--- config.mk ---
export PLATFORM = sky130hd
export DESIGN_NAME = pattern_sequencer
export DESIGN_NICKNAME = d
export VERILOG_FILES = /design/src/rtl/pattern_pkg.sv /design/src/rtl/pattern_sequencer_rgb_attenuator.sv /design/src/rtl/pattern_sequencer.sv
export SDC_FILE = /design/constraint.sdc
export NUM_CORES = 1
export LEC_CHECK = 0
export ABC_AREA = 1
export CORE_MARGIN = 10
export CORE_UTILIZATION = 46
export DETAILED_ROUTE_END_ITERATION = 12
export PLACE_DENSITY_LB_ADDON = 0.3
export SYNTH_ARGS = -nofsm -noshare
export SYNTH_HDL_FRONTEND = slang
export SYNTH_SLANG_ARGS = --single-unit
--- constraint.sdc ---
create_clock -name clk -period 3.7 [get_ports clk]
set_input_delay 0.74 -clock clk [delete_from_list [all_inputs] [get_ports clk]]
set_output_delay 0.74 -clock clk [all_outputs]
set_load 0.01 [all_outputs]
--- src/rtl/pattern_pkg.sv ---
// Shared types and constants for the pattern sequencer.
// FSM state encoding, pixel width and fade depth.
package pattern_pkg;
  typedef enum logic [1:0] {
    SHOW     = 2'd0,
    FADE_OUT = 2'd1,
    FADE_IN  = 2'd2
  } state_t;

  localparam int RGB_W     = 6;
  localparam int ATTEN_MAX = 2;
  localparam int ATTEN_W   = 2;
endpackage

--- src/rtl/pattern_sequencer_rgb_attenuator.sv ---
// Per-channel right shift of an RRGGBB pixel.
// A shift of 2 or more yields black.
module rgb_attenuator
  import pattern_pkg::*;
(
  input  logic [RGB_W-1:0]   i_px,
  input  logic [ATTEN_W-1:0] i_shift,
  output logic [RGB_W-1:0]   o_px
);

  // shift each 2-bit colour channel independently
  always_comb begin
    o_px = '0;
    for (int c = 0; c < RGB_W / 2; c++) begin
      o_px[2*c +: 2] = i_px[2*c +: 2] >> i_shift;
    end
  end

endmodule

--- src/rtl/pattern_sequencer.sv ---
// Sequences N pattern generators with per-pattern dwell,
// manual skip and optional fade-through-black switching.
module pattern_sequencer
  import pattern_pkg::*;
#(
  parameter int NUM_PATTERNS = 4,
  parameter int FRAME_W      = 10,
  parameter int SEL_W        = $clog2(NUM_PATTERNS)
) (
  input  logic                            clk,
  input  logic                            rst_n,
  input  logic                            vsync,
  input  logic                            paused,
  input  logic                            manual,
  input  logic                            fade_en,
  input  logic                            skip_req,
  input  logic [NUM_PATTERNS*FRAME_W-1:0] dwell_frames,
  input  logic [NUM_PATTERNS*RGB_W-1:0]   rgb_in,
  output logic [NUM_PATTERNS-1:0]         next_frame,
  output logic [SEL_W-1:0]                pattern_select,
  output logic                            switch_pulse,
  output logic [RGB_W-1:0]                rgb
);

  state_t               r_state;
  logic [SEL_W-1:0]     r_sel;
  logic [FRAME_W-1:0]   r_cnt;
  logic [ATTEN_W-1:0]   r_atten;
  logic                 r_swp;
  logic                 r_skip;
  logic                 r_vsync_q;

  logic                 w_tick;
  logic                 w_expire;
  logic                 w_decide;
  logic [SEL_W-1:0]     w_sel_nxt;
  logic [FRAME_W-1:0]   w_dwell;
  logic [FRAME_W-1:0]   w_lim_m1;
  logic [RGB_W-1:0]     w_px;

  assign w_tick = vsync & ~r_vsync_q & ~paused;

  // select the dwell and pixel of the active pattern
  always_comb begin
    w_dwell = '0;
    w_px    = '0;
    for (int i = 0; i < NUM_PATTERNS; i++) begin
      if (r_sel == SEL_W'(i)) begin
        w_dwell = dwell_frames[i*FRAME_W +: FRAME_W];
        w_px    = rgb_in[i*RGB_W +: RGB_W];
      end
    end
  end

  assign w_lim_m1 = (w_dwell == '0) ? '0
                  : w_dwell - FRAME_W'(1);
  assign w_expire = ~manual & (r_cnt >= w_lim_m1);

  assign w_decide = w_tick & (r_state == SHOW)
                  & (w_expire | r_skip);

  assign w_sel_nxt =
    (r_sel == SEL_W'(NUM_PATTERNS - 1)) ? '0
    : r_sel + SEL_W'(1);

  // animation strobe goes only to the active generator
  always_comb begin
    next_frame = '0;
    for (int i = 0; i < NUM_PATTERNS; i++) begin
      next_frame[i] = w_tick & (r_sel == SEL_W'(i));
    end
  end

  // vsync history for rising-edge detection
  always_ff @(posedge clk or negedge rst_n) begin
    if (!rst_n) r_vsync_q <= 1'b1;
    else        r_vsync_q <= vsync;
  end

  // sequencing FSM: dwell counting, skips and fades
  always_ff @(posedge clk or negedge rst_n) begin
    if (!rst_n) begin
      r_state <= SHOW;
      r_sel   <= '0;
      r_cnt   <= '0;
      r_atten <= '0;
      r_swp   <= 1'b0;
      r_skip  <= 1'b0;
    end else begin
      r_swp  <= 1'b0;
      r_skip <= skip_req | (r_skip & ~w_decide);
      if (w_tick) begin
        unique case (r_state)
          SHOW: begin
            if (w_expire | r_skip) begin
              if (fade_en) begin
                r_atten <= ATTEN_W'(1);
                r_state <= FADE_OUT;
              end else begin
                r_sel <= w_sel_nxt;
                r_cnt <= '0;
                r_swp <= 1'b1;
              end
            end else if (r_cnt != '1) begin
              r_cnt <= r_cnt + FRAME_W'(1);
            end
          end
          FADE_OUT: begin
            if (r_atten < ATTEN_W'(ATTEN_MAX)) begin
              r_atten <= r_atten + ATTEN_W'(1);
            end else begin
              r_sel   <= w_sel_nxt;
              r_swp   <= 1'b1;
              r_state <= FADE_IN;
            end
          end
          FADE_IN: begin
            if (r_atten > ATTEN_W'(1)) begin
              r_atten <= r_atten - ATTEN_W'(1);
            end else begin
              r_atten <= '0;
              r_cnt   <= '0;
              r_state <= SHOW;
            end
          end
          default: r_state <= SHOW;
        endcase
      end
    end
  end

  assign pattern_select = r_sel;
  assign switch_pulse   = r_swp;

  rgb_attenuator u_atten (
    .i_px    (w_px),
    .i_shift (r_atten),
    .o_px    (rgb)
  );

endmodule
Figure 1. Metal 2 (run 1).
Drawn at 4 px/um. Cells faint in the background.
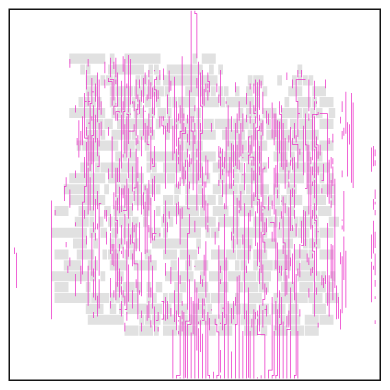
440 nets have wire on it. The longest straight run is 29.6 um.
met2 Usage GRT: 31.6%
DR vias: 2,795
drt total wl: 7.94 mm

Figure 2. Zoomed window (run 1).
Window x 26 to 66, y 26 to 66 um. Cells in gray, sequential cells in the stronger gray; small squares are vias.
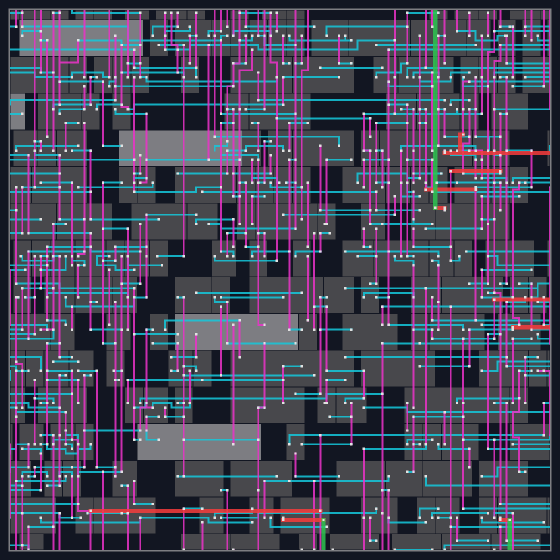
Key: M4 = green; M1 = cyan; M3 = red; M2 = magenta
165 logic cells have their middle in the window. Sequential cells in the window: 4. Netlist names of flops here include `pattern_select` (2), `r_cnt` (2). Most frequent: nand2_1 (43), nand3_1 (15), nor2_1 (13).

==> metrics.cfg, run 1 <==
[final_layout]
fin_util_pct = 67.4
clockBufferCount = 4
clk_share_pct = 1.31
mostFrequentLayoutCells = nand2_1, clkdlybuf4s50_1, nor2_1, inv_1, nand3_1
seq_area_um2 = 477
logic_gate_count = 310
top_register = r_cnt
fin_nets = 559
n_all_buffers = 95
finalInstanceArea_um2 = 3440
buf_share_pct = 27.4
comb_share_pct = 50.9
final_cell_count_no_fill = 534

[yosys]
synthTopCellsByCount = nand2_1, nor2_1, inv_1
top_cell_area_share_pct = 19.0
logic_family = simple AND/OR/NAND/NOR gates
yosysUniqueCellTypes = 42
ys_sh_adder_pct = 11.9
mux_area_share_pct = 0
synth-main-ff-cell = dfrtp_1
synthArstFlopShare_pct = 100
synthCells = 376
ys_cells = 376
top_cell = nand2_1
top_area_cell = nand2_1
ys_sh_simple_pct = 39.0
ys_sh_aoi_pct = 17.7

[status]
outcome = finished, final reports clean

[timing]
setup_tns_ns = 0
drv_slew = 0

[global_routing]
busiest_layer = met2
overflow = 0
grt_max_degree = 20

[cts]
clock_latency_ns = 0.25
cts_htree_levels = 1
numClockSinks = 19
cts_buffers = 3
ctsRootBufferMaster = clkbuf_8
hold_buffers = 0
cts_tree = built
clk_path_buf_depth = 2
postCtsSetupRepairBufs = 0
cts-resized-gates = 0

[critical_path]
cp_common_cell = nand2_1
path_cells = clkdlybuf4s50_1 -> a21oi_2 -> nand2_1 -> a22oi_2 -> nand3_2 -> nor2_4 -> nand2_1 -> nand2_1 -> nand3_1 -> ha_1 -> a21o_1 -> nor2_1 -> nand3_1 -> nand2_2 -> nand2_2 -> nand2_1 -> nand3_1 -> buf_6 -> nand2_1 -> nand2_1
r2r_end = r_cnt[8]$_DFFE_PN0P_
arrival_ns = 3.61
path_class = in -> reg
critical_path_buf_inv_count = 2
crit_path_end_kind = register
start_kind = input port
required_ns = 3.84
crit_end = r_cnt[8]$_DFFE_PN0P_
reg2reg_slack_ns = 0.25

[placed_design]
numPlacedInstances = 528
place_area_um2 = 3320
globalplace.congestion = 0.844

[worst_hold_path]
holdPathEnd = r_state[1]$_DFFE_PN0P_
worstHoldStart = r_state[1]$_DFFE_PN0P_
hold_path_class = reg -> reg

[pwr]
power-top-group = combinational cells
combinationalPower_mw = 1.81
p_clk_mw = 0.143
peakVddDrop_mv = 0.372
p_seq_share_pct = 12.7
clock_power_share_pct = 6.4
power_switching_mw = 1.16
power_density_nw_per_um2 = 649
comb_power_share_pct = 80.9

[drt]
highest_layer = met4
ant_nets = 0
wl_met1_mm = 3.54
drc_errors = 0
first_iter_violations = 97

[job]
openroad.warnings = 35
maxCapViolations = 0

[die]
rows = 26
core_region_area_um2 = 5110

Figure 3. I/O pins on the die edge (run 1).
Drawn at 4 px/um. Pins as bars across the die edge, other pins in gray.
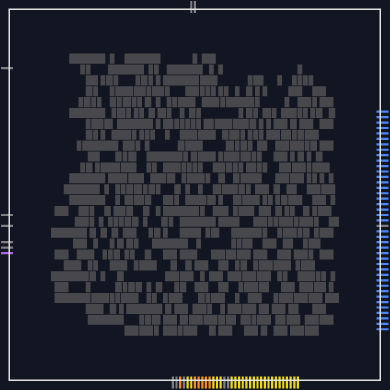
Key: `dwell_frames` = blue [pins 40, direction input, edge east]; `vsync` = purple [pins 1, direction input, edge west]; `rgb_in` = yellow [pins 24, direction input, edge south]; `rgb` = orange [pins 6, direction output, edge south]
All pins by edge: 41 east, 35 south, 6 west, 2 north.
number of buffers added on ports: 83
die width: 92.4 um

Figure 4. Cell outlines without signal wires (run 1).
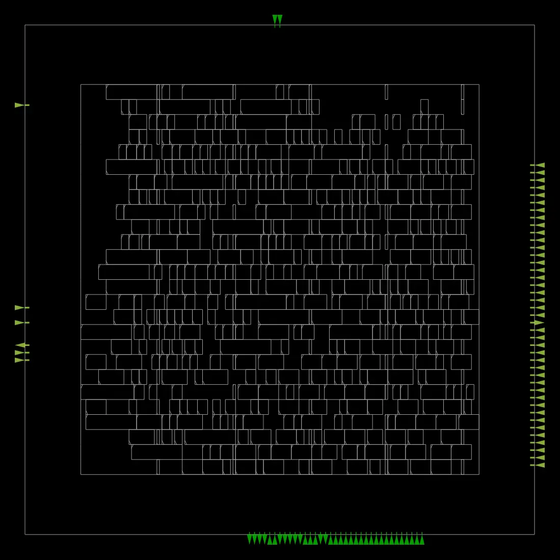
Fill cells: 456
registers: 19

--- run 2 (diff from run 1) ---
--- a/config.mk
+++ b/config.mk
@@ -6,9 +6,10 @@
 export NUM_CORES = 1
 export LEC_CHECK = 0
 export ABC_AREA = 1
-export CORE_MARGIN = 10
-export CORE_UTILIZATION = 46
+export CORE_MARGIN = 3
+export CORE_UTILIZATION = 55
 export DETAILED_ROUTE_END_ITERATION = 12
+export DONT_BUFFER_PORTS = 1
 export PLACE_DENSITY_LB_ADDON = 0.3
 export SYNTH_ARGS = -nofsm -noshare
 export SYNTH_HDL_FRONTEND = slang
==> run 2 against run 1 <==
Effect of this change: synthesized cell count stayed put; final cell count fell by 19%; clock skew rose by 0.0011 ns; total power decreased by 9.0%; clock power is essentially flat; worst hold slack lost 0.36 ns; critical path type is now reg -> reg; critical endpoint is now r_cnt[7]$_DFFE_PN0P_.
==> metrics.cfg, run 2 <==
[cts]
cts-resized-gates = 2
numClockSinks = 19
cts_htree_levels = 1
clock_latency_ns = 0.26
clk_path_buf_depth = 2
cts_tree = built

[final_layout]
finalInstanceArea_um2 = 2670
top_register = r_cnt
final_cell_count_no_fill = 435
clk_share_pct = 1.69
buf_share_pct = 5.11
seq_area_um2 = 478
fillCellCount = 378
fin_nets = 480
clockBufferCount = 4
logic_gate_count = 311
fin_util_pct = 64.8
design.seq.count = 19
mostFrequentLayoutCells = nand2_1, nor2_1, inv_1, nand3_1
n_all_buffers = 15
comb_share_pct = 67.8

[pwr]
power-top-group = combinational cells
peakVddDrop_mv = 0.607
p_seq_share_pct = 14.1
comb_power_share_pct = 78.7
p_clk_mw = 0.146
clock_power_share_pct = 7.2
combinationalPower_mw = 1.60
power_switching_mw = 1.10

[timing]
finalCriticalPeriod_ns = 3.38
setup_viol = 0
drv_slew = 0
fin_crit_sh_pct = 91.4
setup_tns_ns = 0

[yosys]
logic_family = simple AND/OR/NAND/NOR gates
top_cell_area_share_pct = 19.0
top_cell = nand2_1
edf_count = 0
synthTopCellsByCount = nand2_1, nor2_1, inv_1
mux_area_share_pct = 0
syn_area_um2 = 2410
synth-main-ff-cell = dfrtp_1
ys_sh_adder_pct = 11.9
ys_cells = 376
yosysUniqueCellTypes = 42
synthArstFlopShare_pct = 100
ys_sh_aoi_pct = 17.7
synthCells = 376
ys_sh_simple_pct = 39.0
top_area_cell = nand2_1

[job]
maxCapViolations = 0
openroad.warnings = 34

[critical_path]
reg2reg_slack_ns = 0.32
critical_path_buf_inv_count = 5
required_ns = 3.90
start_kind = register
crit_end = r_cnt[7]$_DFFE_PN0P_
cp_common_cell = nand2_1
arrival_ns = 3.58
path_class = reg -> reg
crit_path_end_kind = register
r2r_end = r_cnt[7]$_DFFE_PN0P_

[drt]
first_iter_violations = 141
highest_layer = met4
ant_nets = 0
routed_wl_mm = 5.84
via_count = 2416
wl_met1_mm = 2.55
drc_errors = 0

[global_routing]
overflow = 0
use_met2_pct = 38.8
grt_max_degree = 20
busiest_layer = met2

[placed_design]
place_area_um2 = 2450
numPlacedInstances = 423
globalplace.congestion = 0.876

[die]
core_region_area_um2 = 4120
rows = 23

[worst_hold_path]
hold_path_class = in -> async

[status]
outcome = finished, final reports clean

Figure 5. I/O pins on the die edge (run 2).
Drawn at 6 px/um. Pins as bars across the die edge, other pins in gray.
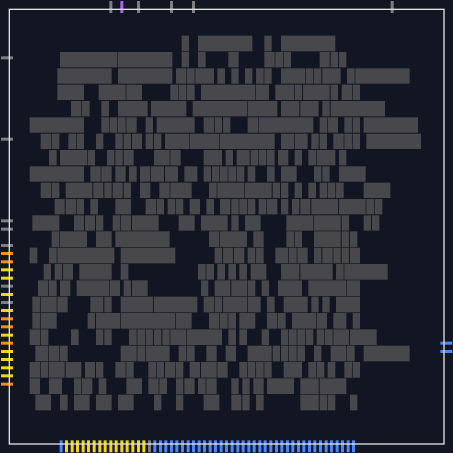
Key: `vsync` = purple [pins 1, direction input, edge north]; `dwell_frames` = blue [pins 40, direction input, edge 38 south, 2 east]; `rgb` = orange [pins 6, direction output, edge west]; `rgb_in` = yellow [pins 24, direction input, edge 15 south, 9 west]
All pins by edge: 54 south, 22 west, 6 north, 2 east.
number of buffers added on ports: 0
die width: 72.2 um

Figure 6. Zoomed window (run 2).
Window x 16 to 56, y 16 to 56 um. Cells in gray, sequential cells in the stronger gray; small squares are vias.
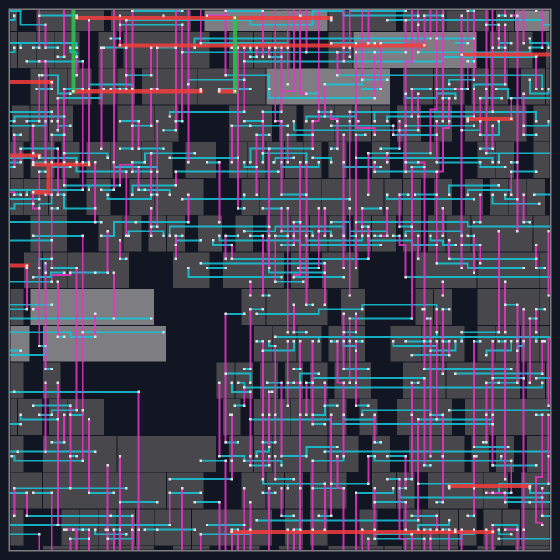
Key: M1 = cyan; M4 = green; M2 = magenta; M3 = red
Netlist names of flops here include `r_cnt` (3). Sequential cells in the window: 5. 190 logic cells have their middle in the window. Most frequent: nand2_1 (54), inv_1 (21), nor2_1 (19).

Figure 7. Signal wires by layer (run 2).
Drawn at 4 px/um. Only two layers are drawn.
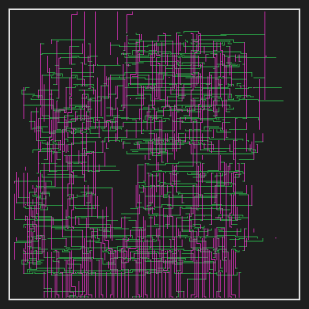

--- run 3 (diff from run 2) ---
--- a/config.mk
+++ b/config.mk
@@ -11,6 +11,7 @@
 export DETAILED_ROUTE_END_ITERATION = 12
 export DONT_BUFFER_PORTS = 1
 export PLACE_DENSITY_LB_ADDON = 0.3
+export SKIP_LAST_GASP = 1
 export SYNTH_ARGS = -nofsm -noshare
 export SYNTH_HDL_FRONTEND = slang
 export SYNTH_SLANG_ARGS = --single-unit
==> constraint.sdc (replaced) <==
create_clock -name clk -period 3.2 [get_ports clk]
set_input_delay 0.64 -clock clk [delete_from_list [all_inputs] [get_ports clk]]
set_output_delay 0.64 -clock clk [all_outputs]
set_load 0.01 [all_outputs]
Figure 8. Signal wires by layer (run 3).
Drawn at 4 px/um. Only two layers are drawn.
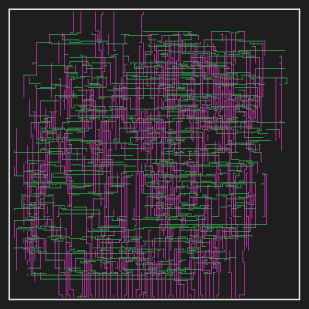
Key: M1 = green [wire length 2,790 um]; M2 = magenta [wire length 3,550 um]

Figure 9. Zoomed window (run 3).
Window x 16 to 56, y 16 to 56 um. Cells in gray, sequential cells in the stronger gray; small squares are vias.
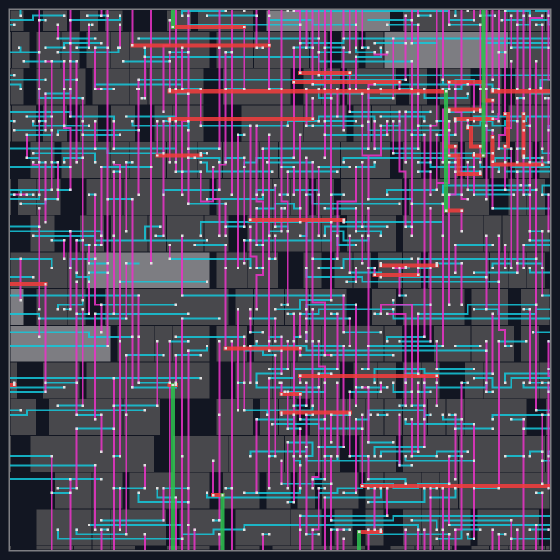
Key: M3 = red; M4 = green; M2 = magenta; M1 = cyan
192 logic cells have their middle in the window. Netlist names of flops here include `pattern_select` (2), `r_cnt` (2). Most frequent: nand2_1 (41), buf_4 (20), nor2_1 (17). Sequential cells in the window: 4.

==> run 3 against run 2 <==
Effect of this change: the run now ends with setup timing left; sequential power is 15% higher; routed wire length is 18% higher; critical path depth is 4 lower; sequential cell count stayed put; worst hold slack worse by 0.10 ns; clock power is 14% higher; synthesized cell count stayed put; clock skew hardly changed; non-clock buffer count is 31 higher; worst setup slack worse by 0.42 ns; core utilization is 9.9 points higher; largest power group unchanged.
==> metrics.cfg, run 3 <==
[global_routing]
overflow = 0
grt_max_degree = 20
busiest_layer = met2

[yosys]
mux_area_share_pct = 0
logic_family = simple AND/OR/NAND/NOR gates
synth-main-ff-cell = dfrtp_1
synthCells = 376
top_cell_area_share_pct = 19.0
top_cell = nand2_1
synthTopCellsByCount = nand2_1, nor2_1, inv_1
top_area_cell = nand2_1
edf_count = 0
syn_area_um2 = 2410
ys_cells = 376
ys_sh_aoi_pct = 17.7
yosysUniqueCellTypes = 42
ys_sh_adder_pct = 11.9

[final_layout]
fillCellCount = 318
logic_gate_count = 313
comb_share_pct = 64.5
top_register = r_cnt
largest_reg_flops = 10
final_cell_count_no_fill = 468
clockBufferCount = 4
mostFrequentLayoutCells = nand2_1, nor2_1, buf_4, inv_1, ha_1
fin_nets = 513
seq_area_um2 = 478
seq_share_pct = 15.5
design.seq.count = 19
drive_above_1_share_pct = 28.9
finalInstanceArea_um2 = 3080
clk_share_pct = 1.46

[pwr]
p_seq_share_pct = 11.6
comb_power_share_pct = 82.5
power_switching_mw = 1.48
combinationalPower_mw = 2.35
peakVddDrop_mv = 0.695
p_clk_mw = 0.167
power-top-group = combinational cells
power_density_nw_per_um2 = 925

[timing]
timing.final.ws_setup_ns = -0.106
finalClockSkew_ns = 0.00246
drv_slew = 0
fin_crit_sh_pct = 103
setup_viol = 10
finalCriticalPeriod_ns = 3.31
setup_tns_ns = -0.863

[cts]
cts-resized-gates = 36
ctsRootBufferMaster = clkbuf_8
clock_latency_ns = 0.26
cts_tree = built
cts_buffers = 3
cts_htree_levels = 1
hold_buffers = 0
numClockSinks = 19
clk_path_buf_depth = 2
postCtsSetupRepairBufs = 10

[placed_design]
numPlacedInstances = 445
io_buffers = 0
globalplace.congestion = 0.845
place_area_um2 = 2650

[status]
outcome = finished, violations left
violations = setup timing

[critical_path]
start_kind = register
crit_end = r_cnt[4]$_DFFE_PN0P_
path_cells = inv_2 -> ha_4 -> buf_6 -> a21oi_2 -> nand2_1 -> a22oi_2 -> buf_4 -> ha_1 -> nand2_2 -> nand3b_4 -> nand3_1 -> ha_1 -> a21o_1 -> nor2_2 -> nand3_2 -> nand2_4 -> nand4_1 -> buf_4 -> buf_6 -> nand3_2 -> nand2_1
slowest_stage = dfrtp_1
required_ns = 3.35
reg2reg_slack_ns = -0.11
arrival_ns = 3.46
path_delay_family = simple AND/OR/NAND/NOR gates
r2r_end = r_cnt[4]$_DFFE_PN0P_
path_class = reg -> reg

[die]
die_w_um = 72.2
rows = 23

[drt]
highest_layer = met4
routed_wl_mm = 6.89
ant_nets = 0
drc_errors = 0
first_iter_violations = 217
wl_met1_mm = 2.79
via_count = 2696

[job]
maxCapViolations = 0
openroad.warnings = 36

[worst_hold_path]
hold_path_class = in -> async

No activity file was given, so power comes from the tool's default toggle rates.
